`src/rtl/de_pipe_reg_pkg.sv`:
```
// Shared exception-code constants, handler address and the D->E bundle type.
package de_pipe_reg_pkg;

  localparam logic [4:0] NoExcCode      = 5'd31;
  localparam logic [4:0] ExcCodeInt     = 5'd0;
  localparam logic [4:0] ExcCodeAdEL    = 5'd4;
  localparam logic [4:0] ExcCodeAdES    = 5'd5;
  localparam logic [4:0] ExcCodeSyscall = 5'd8;
  localparam logic [4:0] ExcCodeRI      = 5'd10;
  localparam logic [4:0] ExcCodeOv      = 5'd12;

  localparam logic [31:0] HandlerAddr = 32'h0000_4180;

  typedef struct packed {
    logic [31:0] pc;
    logic [31:0] instr;
    logic [31:0] rd1;
    logic [31:0] rd2;
    logic [31:0] ext;
    logic [4:0]  exc_code;
    logic        bd;
    logic [4:0]  a3;
    logic        valid;
  } de_bundle_t;

  // A nop that never carries an exception; only PC/BD may be preserved.
  function automatic de_bundle_t bubble_bundle(input logic [31:0] pc, input logic bd);
    de_bundle_t b;
    b          = '0;
    b.pc       = pc;
    b.bd       = bd;
    b.exc_code = NoExcCode;
    return b;
  endfunction

endpackage

```
`src/rtl/de_pipe_reg_if.sv`:
```
// D-stage inputs and E-stage outputs of the decode-to-execute register.
interface de_pipe_reg_if #(
  parameter int unsigned TNEW_W = 2
);
  logic              Req;
  logic              stall;
  logic [31:0]       PC_D;
  logic [31:0]       Instr_D;
  logic [4:0]        ExcCode_D;
  logic              BD_D;
  logic [31:0]       RD1_D;
  logic [31:0]       RD2_D;
  logic [31:0]       EXT_D;
  logic [4:0]        A3_D;
  logic [TNEW_W-1:0] Tnew_D;

  logic [31:0]       PC_E;
  logic [31:0]       Instr_E;
  logic [31:0]       RD1_E;
  logic [31:0]       RD2_E;
  logic [31:0]       EXT_E;
  logic [4:0]        ExcCode_E;
  logic              BD_E;
  logic [4:0]        A3_E;
  logic [TNEW_W-1:0] Tnew_E;
  logic              valid_E;

  modport master (
    output Req, stall, PC_D, Instr_D, ExcCode_D, BD_D, RD1_D, RD2_D, EXT_D, A3_D, Tnew_D,
    input  PC_E, Instr_E, RD1_E, RD2_E, EXT_E, ExcCode_E, BD_E, A3_E, Tnew_E, valid_E
  );

  modport slave (
    input  Req, stall, PC_D, Instr_D, ExcCode_D, BD_D, RD1_D, RD2_D, EXT_D, A3_D, Tnew_D,
    output PC_E, Instr_E, RD1_E, RD2_E, EXT_E, ExcCode_E, BD_E, A3_E, Tnew_E, valid_E
  );
endinterface

```
`src/rtl/tnew_age.sv`:
```
// Saturating decrement of a Tnew field by one pipeline stage.
module tnew_age #(
  parameter int unsigned Width = 2
) (
  input  logic [Width-1:0] tnew_cur,
  output logic [Width-1:0] tnew_next
);

  always_comb begin
    tnew_next = '0;
    if (tnew_cur != '0) tnew_next = tnew_cur - Width'(1);
  end

endmodule

```
`src/rtl/de_pipe_reg.sv`:
```
// Decode-to-execute pipeline register with stall bubbles and exception flush.
// Build option: DE_BUBBLE_KEEP_PC_EN keeps PC_D/BD_D in stall bubbles for EPC accuracy.
module de_pipe_reg
  import de_pipe_reg_pkg::*;
#(
  parameter logic [31:0] HANDLER_PC = HandlerAddr,
  parameter int unsigned TNEW_W     = 2
) (
  input logic         clk,
  input logic         reset,
  de_pipe_reg_if.slave de
);

  de_bundle_t        d_bundle, e_d, e_q;
  logic [TNEW_W-1:0] tnew_aged, tnew_d, tnew_q;

  tnew_age #(
    .Width(TNEW_W)
  ) u_tnew_age (
    .tnew_cur (de.Tnew_D),
    .tnew_next(tnew_aged)
  );

  always_comb begin
    d_bundle          = '0;
    d_bundle.pc       = de.PC_D;
    d_bundle.instr    = de.Instr_D;
    d_bundle.rd1      = de.RD1_D;
    d_bundle.rd2      = de.RD2_D;
    d_bundle.ext      = de.EXT_D;
    d_bundle.exc_code = de.ExcCode_D;
    d_bundle.bd       = de.BD_D;
    d_bundle.a3       = de.A3_D;
    d_bundle.valid    = 1'b1;
  end

  always_comb begin
    e_d    = d_bundle;
    tnew_d = tnew_aged;
    if (de.Req) begin
      e_d    = bubble_bundle(HANDLER_PC, 1'b0);
      tnew_d = '0;
    end else if (de.stall) begin
`ifdef DE_BUBBLE_KEEP_PC_EN
      e_d    = bubble_bundle(de.PC_D, de.BD_D);
`else
      e_d    = bubble_bundle(32'h0, 1'b0);
`endif
      tnew_d = '0;
    end
  end

  always_ff @(posedge clk) begin
    if (reset) begin
      e_q    <= bubble_bundle(32'h0, 1'b0);
      tnew_q <= '0;
    end else begin
      e_q    <= e_d;
      tnew_q <= tnew_d;
    end
  end

  assign de.PC_E      = e_q.pc;
  assign de.Instr_E   = e_q.instr;
  assign de.RD1_E     = e_q.rd1;
  assign de.RD2_E     = e_q.rd2;
  assign de.EXT_E     = e_q.ext;
  assign de.ExcCode_E = e_q.exc_code;
  assign de.BD_E      = e_q.bd;
  assign de.A3_E      = e_q.a3;
  assign de.Tnew_E    = tnew_q;
  assign de.valid_E   = e_q.valid;

endmodule
```
`src/flat_wrapper.sv`:
```
// flat-port wrapper written by rule: the top's interface ports become plain ports
module de_pipe_reg_flat import de_pipe_reg_pkg::*;
#(
  parameter logic [31:0] HANDLER_PC = HandlerAddr,
  parameter int unsigned TNEW_W     = 2
)
  (clk, reset, de_Req, de_stall, de_PC_D, de_Instr_D, de_ExcCode_D, de_BD_D, de_RD1_D, de_RD2_D, de_EXT_D, de_A3_D, de_Tnew_D, de_PC_E, de_Instr_E, de_RD1_E, de_RD2_E, de_EXT_E, de_ExcCode_E, de_BD_E, de_A3_E, de_Tnew_E, de_valid_E);
  de_pipe_reg_if #(.TNEW_W(TNEW_W)) de_i ();
  input logic clk;
  input logic reset;
  input wire logic [$bits(de_i.Req)-1:0] de_Req;
  input wire logic [$bits(de_i.stall)-1:0] de_stall;
  input wire logic [$bits(de_i.PC_D)-1:0] de_PC_D;
  input wire logic [$bits(de_i.Instr_D)-1:0] de_Instr_D;
  input wire logic [$bits(de_i.ExcCode_D)-1:0] de_ExcCode_D;
  input wire logic [$bits(de_i.BD_D)-1:0] de_BD_D;
  input wire logic [$bits(de_i.RD1_D)-1:0] de_RD1_D;
  input wire logic [$bits(de_i.RD2_D)-1:0] de_RD2_D;
  input wire logic [$bits(de_i.EXT_D)-1:0] de_EXT_D;
  input wire logic [$bits(de_i.A3_D)-1:0] de_A3_D;
  input wire logic [$bits(de_i.Tnew_D)-1:0] de_Tnew_D;
  output wire logic [$bits(de_i.PC_E)-1:0] de_PC_E;
  output wire logic [$bits(de_i.Instr_E)-1:0] de_Instr_E;
  output wire logic [$bits(de_i.RD1_E)-1:0] de_RD1_E;
  output wire logic [$bits(de_i.RD2_E)-1:0] de_RD2_E;
  output wire logic [$bits(de_i.EXT_E)-1:0] de_EXT_E;
  output wire logic [$bits(de_i.ExcCode_E)-1:0] de_ExcCode_E;
  output wire logic [$bits(de_i.BD_E)-1:0] de_BD_E;
  output wire logic [$bits(de_i.A3_E)-1:0] de_A3_E;
  output wire logic [$bits(de_i.Tnew_E)-1:0] de_Tnew_E;
  output wire logic [$bits(de_i.valid_E)-1:0] de_valid_E;
  assign de_i.Req = de_Req;
  assign de_i.stall = de_stall;
  assign de_i.PC_D = de_PC_D;
  assign de_i.Instr_D = de_Instr_D;
  assign de_i.ExcCode_D = de_ExcCode_D;
  assign de_i.BD_D = de_BD_D;
  assign de_i.RD1_D = de_RD1_D;
  assign de_i.RD2_D = de_RD2_D;
  assign de_i.EXT_D = de_EXT_D;
  assign de_i.A3_D = de_A3_D;
  assign de_i.Tnew_D = de_Tnew_D;
  assign de_PC_E = de_i.PC_E;
  assign de_Instr_E = de_i.Instr_E;
  assign de_RD1_E = de_i.RD1_E;
  assign de_RD2_E = de_i.RD2_E;
  assign de_EXT_E = de_i.EXT_E;
  assign de_ExcCode_E = de_i.ExcCode_E;
  assign de_BD_E = de_i.BD_E;
  assign de_A3_E = de_i.A3_E;
  assign de_Tnew_E = de_i.Tnew_E;
  assign de_valid_E = de_i.valid_E;
  de_pipe_reg #(.HANDLER_PC(HANDLER_PC), .TNEW_W(TNEW_W)) u_core (.clk(clk), .reset(reset), .de(de_i));
endmodule
```
`config.mk`:
```
export PLATFORM = sky130hd
export DESIGN_NAME = de_pipe_reg_flat
export DESIGN_NICKNAME = d
export VERILOG_FILES = /design/src/rtl/de_pipe_reg_pkg.sv /design/src/rtl/de_pipe_reg_if.sv /design/src/rtl/tnew_age.sv /design/src/rtl/de_pipe_reg.sv /design/src/flat_wrapper.sv
export SDC_FILE = /design/constraint.sdc
export NUM_CORES = 1
export LEC_CHECK = 0
export CORE_AREA = 2 2 137 139
export CTS_BUF_LIST = sky130_fd_sc_hd__clkbuf_8
export CTS_CLUSTER_SIZE = 16
export DETAILED_ROUTE_END_ITERATION = 12
export DIE_AREA = 0 0 139 141
export SKIP_LAST_GASP = 1
export SYNTH_ARGS = -nofsm -noshare
export SYNTH_HDL_FRONTEND = slang
export SYNTH_SLANG_ARGS = --single-unit
```
`constraint.sdc`:
```
create_clock -name clk -period 3.2 [get_ports clk]
set_input_delay 0.32 -clock clk [delete_from_list [all_inputs] [get_ports clk]]
set_output_delay 0.32 -clock clk [all_outputs]
set_load 0.005 [all_outputs]
```
Run 1, clock network drawn from the DEF:
Scale bar: 50 um.
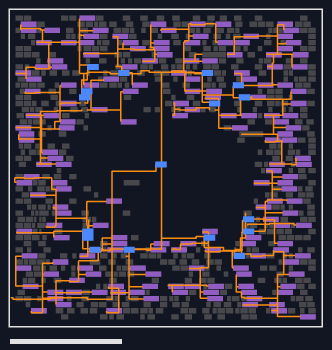
orange -> clock wires  # length 2050 um
purple -> flip-flops  # count 174
blue -> clock-net drivers  # count 17
routed clock nets = 18
flops lie = all over the die

Run 1, cell classes on the final placement:
Scale bar: 50 um.
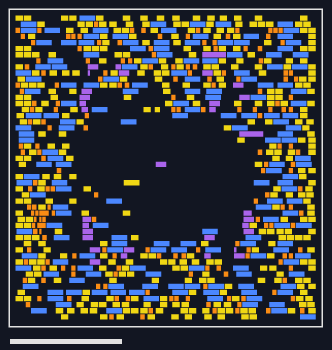
orange -> remaining logic cells  # cells 182
purple -> clock drivers and dummy loads  # cells 32
yellow -> remaining buffers and delay cells  # cells 352
blue -> registers  # cells 174
Layout Utilization: 0.484
cell area after layout: 8850 um^2
Core ar.: 18300 um^2
row count: 50

Run 1, gate families picked out:
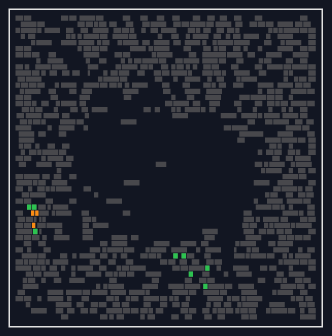
orange -> aoi and oai cells  # cells 3
green -> nand cells  # cells 8
logic share of the area: 0.126
Finished Layout Cells: 974
most numerous logic cell after layout: clkdlybuf4s50_1

==> CHANGELOG.md, run 1 <==
### Physical design

* Worst VDD drop at 0.225 mV
* Setup TNS at 0 ps
* Final hold slack at 432 ps
* Largest net degree at the start of global routing at 80
* Die width at 139 um
* IO buf count at 350
* Avg Vias per Cell at 3.78
* Initial DRT Pass Iterations at 3
* Synthesis-to-layout area growth at 85.1%
* TritonCTS clock tree: done
* Share of layout cells above drive strength 1 at 0.0459
* First-pass GRT wire length at 20200 um
* Worst slew pin tran at 529 ps
* Critical-path cell list: clkdlybuf4s50_1 > or3_4 > clkinv_2 > buf_4 > and2_1
* Worst min-delay path startpoint: de_Instr_D[11]
* CP arrival at 2150 ps
* Nets@finish at 905
* GRT Total Usage at 0.134
* Initial antenna violation count at 0
* Cell area after synthesis at 4780 um^2
* Power, Total at 4190 uW
* Critical Path Source Type: input port
* WHS Endpoint: u_core.de.Instr_E[11]
* Postcts setup bufs at 0
* Chip area at 19600 um^2
* Clk sinks at 174
* Fmax at 562 MHz
* Logic area at 1120 um^2
* Clk pin slew, worst setup/hold paths at 100 ps
* Cells after Synth at 374
* Reg area at 3480 um^2
* CP max-delay cell: clkdlybuf4s50_1
* Hold Path Stages at 2
* Yosys chip area at 4780 um^2
* CP max FO at 50
* Yosys stat cell total at 374
* Total gr overflow at 0
* Crit end category: register
* Vias in the first global route at 3788
* OpenROAD warning count at 26
* Hpwl dp at 10400 um
* Endpoints failing setup at 0
* Crit path time final at 1780 ps
* Avg Inst Size Synth at 12.8 um^2
* Max transition margin at 0.647
* Routability congestion estimate at 0.792
* Routed WL at 13500 um
* Max Cap Viol at 0
* Antenna fix cells at 0
* Placed cells at 942
* Critical setup path kind: input port to register
* Max Buffers Root-to-Sink at 2
* Fillers at 1646
* Final Cycle Share at 0.556
* Status: complete, no violations
* CP Data Required Time at 3570 ps
* CTS Buf Count at 17
* Die height at 141 um
* CP peak stage delay at 450 ps
* Delay-heaviest family, CP: buffers and inverters
* CTS H-tree depth at 4
* Pleak at 0.00347 uW
* Antenna-violating nets left at 0
* Post-synth seq share at 0.729
* Ys flops at 174
* Ys Warns at 0
* Starting Density at 0.262
* Hold Crit Class: input port to register
* Initial drt markers at 81
* Slew Limit Fails at 0
* IO Count at 351
* RSZ-0062 raised after global routing: false
* DRC at 0
* Cell count along the critical path at 5
* Via count at 3684
* Post-cts hold-fix buffer tally at 0
* Syn Nets at 552
* Synth cell types at 13
* Post_cts resized at 0
* Most instantiated logic cells after routing: clkdlybuf4s50_1, dfxtp_1, and2_1, clkbuf_8, nand2b_1
* Drt wl/cell at 13.9 um
* Root buffer cell: clkbuf_8
* PwrDens at 474 nW/um^2
* Bufs and invs on worst path at 3
-- run 1: cells in the mapped netlist --
master / number / area [um^2]
nand2b_1: 8 / 50.1
inv_1: 3 / 11.3
and2_1: 163 / 1020
buf_6: 12 / 135
clkinv_2: 1 / 5.00
nor3_1: 2 / 10.0
clkbuf_1: 4 / 15.0
a21oi_1: 3 / 15.0
buf_2: 1 / 5.00
buf_4: 1 / 7.51
or3_4: 1 / 11.3
dfxtp_1: 174 / 3480
ha_1: 1 / 12.5
-- run 1: kinds of logic after synthesis --
family / Yosys count / synth area share
flops: 174 / 0.729
compound gates: 3 / 0.00314
fa+ha+maj: 1 / 0.00262
buf+inv: 22 / 0.0374
simple gates: 174 / 0.228
-- run 1: power by group --
| group | total, uW | internal, uW | switching [uW] |
|---|---|---|---|
| clock network | 1550 | 733 | 816 |
| logic | 405 | 313 | 92.3 |
| registers | 2240 | 2220 | 16.0 |
-- run 1: metrics by stage --
stage / cell area, um^2 / worst slack (ps) / util
floorplan: 4780 / 1970 / -
global placement: 8440 / 1000 / 0.462
detailed placement: 8440 / 943 / 0.462
CTS: 8850 / 1420 / 0.484
global route: 8850 / 1280 / 0.484
finish: 8850 / 1420 / 0.484
-- run 1: routing by layer --
metal | global-route usage | up-vias | wire [um]
met5 | 0 | - | 0
met4 | 0.0489 | 0 | 187
met3 | 0.0683 | 12 | 1440
met2 | 0.222 | 212 | 6440
met1 | 0.148 | 1630 | 5460
li1 | - | 1830 | -
-- run 1: worst max path at each step --
stage,from,end,slack (ps)
2_1_floorplan,de_Req,u_core.de.EXT_E[0],1970
3_3_place_gp,de_Req,u_core.de.RD1_E[29],1000
3_5_place_dp,de_stall,u_core.de.EXT_E[14],940
4_1_cts,de_stall,u_core.de.RD1_E[13],1420
5_1_grt,de_stall,u_core.de.RD1_E[4],1280
6_report,de_stall,u_core.de.RD2_E[6],1420
-- run 1: sequential cells by signal (all words and copies together), names as in the netlist --
| signal | cells |
|---|---|
| u_core.de.A3_E | 5 |
| u_core.de.BD_E | 1 |
| u_core.de.EXT_E | 32 |
| u_core.de.ExcCode_E | 5 |
| u_core.de.Instr_E | 32 |
| u_core.de.PC_E | 32 |
| u_core.de.RD1_E | 32 |
| u_core.de.RD2_E | 32 |
| u_core.de.Tnew_E | 2 |
| u_core.de.valid_E | 1 |
-- run 1: area by class of cell --
type	count	share of cell area
Multi-Input combinational cell	178	0.126
Sequential cell	174	0.394
Timing Repair Buffer	352	0.399
Inverter	4	0.00184
Clock inverter	14	0.0180
Clock buffer	18	0.0280
Tap cell	234	0.0331
## Run 2: what changed since run 1
- PLACE_DENSITY: not set -> 0.67
- clock period: 3.2 -> 1.6 ns (I/O delays scaled with it)
Run 2, gate families picked out:
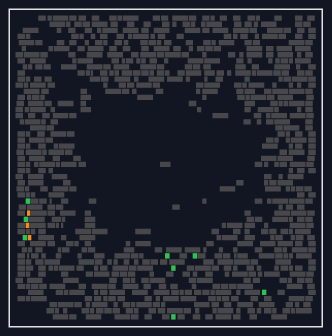
orange -> aoi and oai cells  # cells 3
green -> nand cells  # cells 8

==> run 2 against run 1 <==
Net effect:
- core utilization down 0.14 points
- final area decreased by 0.30%
- die size unchanged
- critical endpoint is now de_Instr_E[5]
- highest routed layer unchanged
==> CHANGELOG.md, run 2 <==
### Physical design

* Row count at 50 (unchanged)
* OpenROAD warning count at 26 (unchanged)
* Top cell area share at 0.729 (unchanged)
* Logic gate share of total power at 0.102 (+0.005)
* Sw frac at 0.228 (+0.00783)
* Hold Crit Class: input port to register
* Syn Nets at 552 (unchanged)
* Starting Density at 0.262 (unchanged)
* Core ar. at 18300 um^2 (unchanged)
* Postcts setup bufs at 0 (unchanged)
* Antenna fix cells at 0 (unchanged)
* Synthesis-to-layout area growth at 84.5%
* Final hold slack at 264 ps (-168 ps)
* CP peak stage delay at 510 ps (+60 ps)
* Antenna-violating nets left at 0 (unchanged)
* EDFF count, synth at 0 (unchanged)
* Post-synth top area cell: dfxtp_1
* Post-cts hold-fix buffer tally at 0 (unchanged)
* Root buffer cell: clkbuf_8
* Critical-path cell list: clkdlybuf4s50_1
* Top cells, area: dfxtp_1, and2_1, buf_6, nand2b_1, a21oi_1
* Fmax at 678 MHz
* Die height at 141 um (unchanged)
* Share of layout cells above drive strength 1 at 0.0511 (+0.00513)
* Avg Vias per Cell at 3.74 (-1.2%)
* Slew Limit Fails at 0 (unchanged)
* Worst slack, placed at -13.7 ps (-957 ps)
* IO buf count at 350 (unchanged)
* Initial antenna violation count at 0 (unchanged)
* Setup TNS at 0 ps (unchanged)
* First-pass GRT wire length at 19600 um (-3.0%)
* Initial drt markers at 74 (-8.6%)
* Crit path time final at 1470 ps
* Worst slew pin tran at 245 ps (-284 ps)
* Most common cell in the netlist: dfxtp_1
* Synth cell types at 13 (unchanged)
* FFs w/ async S/R, synth at 0 (unchanged)
* Sequential power share at 0.562 (+0.028)
* Pleak at 0.00345 uW (-0.45%)
* Cells after Synth at 374 (unchanged)
* Clk pin slew, worst setup/hold paths at 90 ps (about the same)
* Die width at 139 um (unchanged)
* Vias in the first global route at 3537 (-6.6%)
* Total net switching power at 1820 uW (+97%)
* Status: complete, no violations
## run 2: cell counts after synthesis
Identical to the previous run, type by type.
## run 2: power by group through the flow
stage | clock network, uW | logic (uW) | registers [uW]
global route | 2990 | 877 | 4490
floorplan | 0 | 132 | 4600
global placement | 0 | 817 | 4580
finish | 2670 | 812 | 4480
detailed placement | 0 | 820 | 4580
CTS | 2780 | 825 | 4480
## run 2: layout make-up
type / count / area, um^2
repair buffers: 357 / 3580
multi-input cells: 178 / 1120
well taps: 234 / 293
flip-flops and latches: 174 / 3480
clock inverters: 14 / 96.3
inverters: 4 / 16.3
fillers: 1649 / 9450
clock buffers: 17 / 234
## run 2: worst paths after layout
check / start / to / slack, ps / cells after the start
worst min-delay path: de_PC_D[11] / u_core.de.PC_E[11] / 260 / 2
worst max-delay path: u_core.de.Instr_E[5] / de_Instr_E[5] / 130 / 1
## run 2: cell families after synthesis
family                     count (synthesis)  share of synthesized area
AOI/OAI and AO/OA                          3                    0.00314
DFF                                      174                      0.729
and+or+nand+nor                          174                      0.228
buffers and inverters                     22                     0.0374
adders and majority gates                  1                    0.00262
## run 2: per-stage QoR
stage | std cells | cell area (um^2) | total power (uW)
6_report | 978 | 8820 | 7960
3_3_place_gp | 947 | 8490 | 5400
5_1_grt | 978 | 8820 | 8360
3_5_place_dp | 947 | 8490 | 5400
4_1_cts | 978 | 8820 | 8090
2_1_floorplan | 374 | 4780 | 4730
## run 2: layer usage
metal / track usage / up-vias / share of wire
met4: 0.0553 / 0 / 0.021
met5: 0 / - / 0
met2: 0.220 / 204 / 0.49
met1: 0.141 / 1597 / 0.38
met3: 0.0676 / 16 / 0.11
li1: - / 1836 / -
Power is estimated from default activity; no workload was simulated.
